Design regfile_sb, sky130hd; sources not shown.
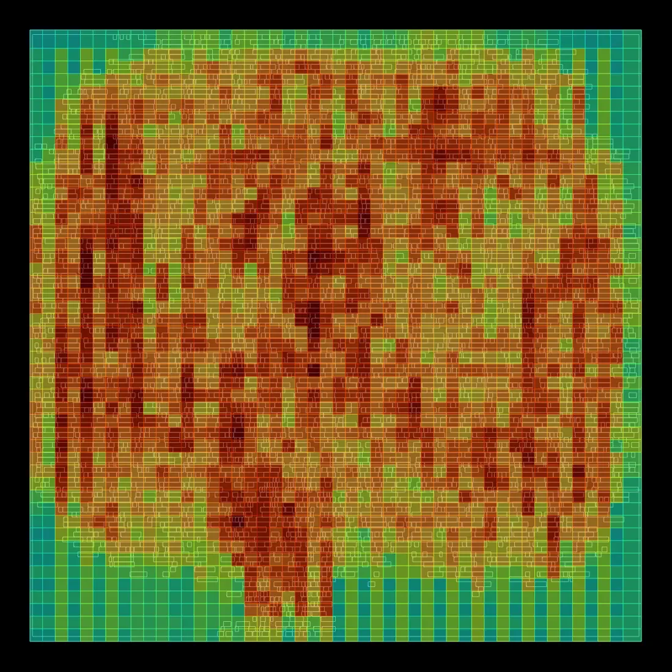
(images/final_congestion.png)
Overall Global Routing Usage: 0.350
met1 GRT Util: 0.454
WL/cell: 34.9 um

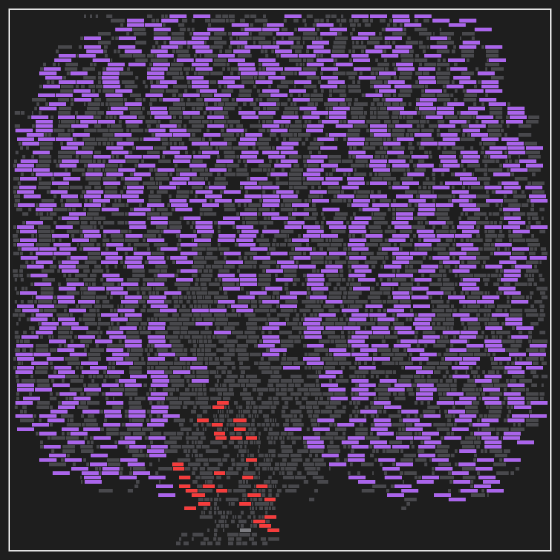
(images/registers.png)
Other sequential cells in the stronger grey, the rest of the logic in the fainter grey.
- red: u_scoreboard.pending_o (placed flops 31; where bottom centre)
- purple: mem_q (placed flops 1024; where widely spread)
- not coloured: 1
Power Sequential: 20.0 mW
Reg area: 31400 sq um

==> metrics.yaml <==
critical_path:
  cp_cell_sequence: "mux4_2, nor2b_1, a211oi_1, and4_4, buf_6"
  path_max_fanout: 5
  max_stage_delay_ps: 500
  worstPathArrival_ps: 2330
layout:
  layout.area.comb_sq_um: 24700
  nets: 4061
  area_growth_syn_to_layout_pct: 26.4
clock_network:
  cts_tree: "built"
  cts_max_level: 3
  clock_sinks: 1056
  ctsHoldBuffers: 0
timing:
  timing.hold.ws_ps: 156
  setup_viol: 9
  max-slew-margin-rel: 0.346
  layout_setup_ws_ps: -119
  tightest_slew_ps: 978
synth:
  synth-async-reset-ratio: 0
  synth_flop_count: 1056
  ys_sh_aoi: 0.0385
  synthTopLogicFamily: "multiplexers"
  synth_area_sq_um: 55200
  synth_cell_types: 48
route:
  wirelength_um: 195000
  via_per_inst: 6.73
  routed-via-count: 37600
global_route:
  grt_overflow: 0
  grt_pass1_vias: 37500
  grt_pass1_wl_um: 274000
  use_met3: 0.0793
min_path:
  hold_class: "in2reg"
floorplan:
  rows: 121
  coreArea_sq_um: 109000
  die-area_sq_um: 112000
  pin_count: 125
pwr:
  p_seq_frac: 0.474
  vdd_drop_max_v: 0.000517
outcome:
  status: "finished with violations"
  failed_checks: "setup timing"
[power by group through the flow]
stage	Sequential, mW	Clock, mW	Combinational (mW)
floorplan	20.2	0	2.91
global placement	20.3	0	5.59
detailed placement	20.4	0	5.59
CTS	20.0	15.9	6.14
global route	20.1	16.6	6.47
finish	20.0	15.9	6.33
[worst max-delay path: cells and delay by family, from the launching register on]
| kind | cells | cell delay, ps |
|---|---|---|
| AND/OR/NAND/NOR | 2 | 450 |
| buffers and inverters | 1 | 110 |
| flip-flops | 1 | 360 |
| multiplexers | 1 | 500 |
| AND-OR/OR-AND | 1 | 180 |
[Yosys cell counts (all sizes together), types with 17 or more instances]
library cell	number	area, sq um
edfxtp	1024	30700
buf	125	877
nor2	48	180
nand2b	35	219
a32o	17	170
clkbuf	265	998
mux4	533	12000
mux2i	18	180
dfxtp	32	641
nor4	64	400
o22ai	258	1610
and2	994	6220
nand2	46	173
[cells in the final DEF (no fill, tap or decap), types with 7 or more instances in the layout]
cell type	n
edfxtp_1	1024
and2_1	993
mux4_2	533
buf_4	310
buf_12	202
o22ai_2	136
clkbuf_16	117
o22ai_1	74
buf_6	61
o22ai_4	48
clkdlybuf4s50_1	46
nand2_1	42
nor4_4	36
clkinv_1	35
conb_1	32
nor2_4	31
nor4_2	28
clkbuf_1	25
nand2b_2	24
buf_2	22
clkinv_2	19
mux2i_1	18
nor2_1	17
a32o_1	17
dfxtp_1	15
dfxtp_2	14
a21oi_1	11
nand3b_1	10
nand3_1	10
nor3_1	9
o211ai_1	9
bufinv_16	9
and3b_1	7
a21o_2	7
bufbuf_16	7
buf_16	7
[cell type report]
type | instances | area share
inverters | 2 | 0.000108
flip-flops and latches | 1056 | 0.450
diodes | 4 | 0.000143
repair buffers | 672 | 0.118
clock buffers | 141 | 0.0429
well taps | 1476 | 0.0264
multi-input cells | 2158 | 0.354
clock inverters | 68 | 0.00817
[layer usage]
metal	wire [um]	vias up
met5	13	-
met4	11900	2
met3	24400	637
met2	91000	2936
met1	67300	19100
li1	-	14900
[per-stage QoR]
step | power (mW) | instance area (sq um) | setup WS (ps) | instances | utilization
after floorplan | 23.1 | 55300 | 152 | 3606 | -
after global placement | 25.9 | 63000 | -888 | 5310 | 0.577
after detailed placement | 26.0 | 63000 | -932 | 5311 | 0.577
after CTS | 42.1 | 69400 | -159 | 5571 | 0.636
after global routing | 43.2 | 69800 | -143 | 5573 | 0.640
final | 42.3 | 69800 | -119 | 5577 | 0.640
[logic make-up after synthesis]
group | after synthesis
mux | 553
flops | 1056
compound gates | 324
buf+inv | 392
simple gates | 1249
other cells | 1
[timing repair]
action,CTS,global route
resized,657,85
gates cloned,10,1
pin swaps,116,67
setup endpoints to repair,67,46
buffers inserted,83,22
Power and IR drop assume default switching activity.
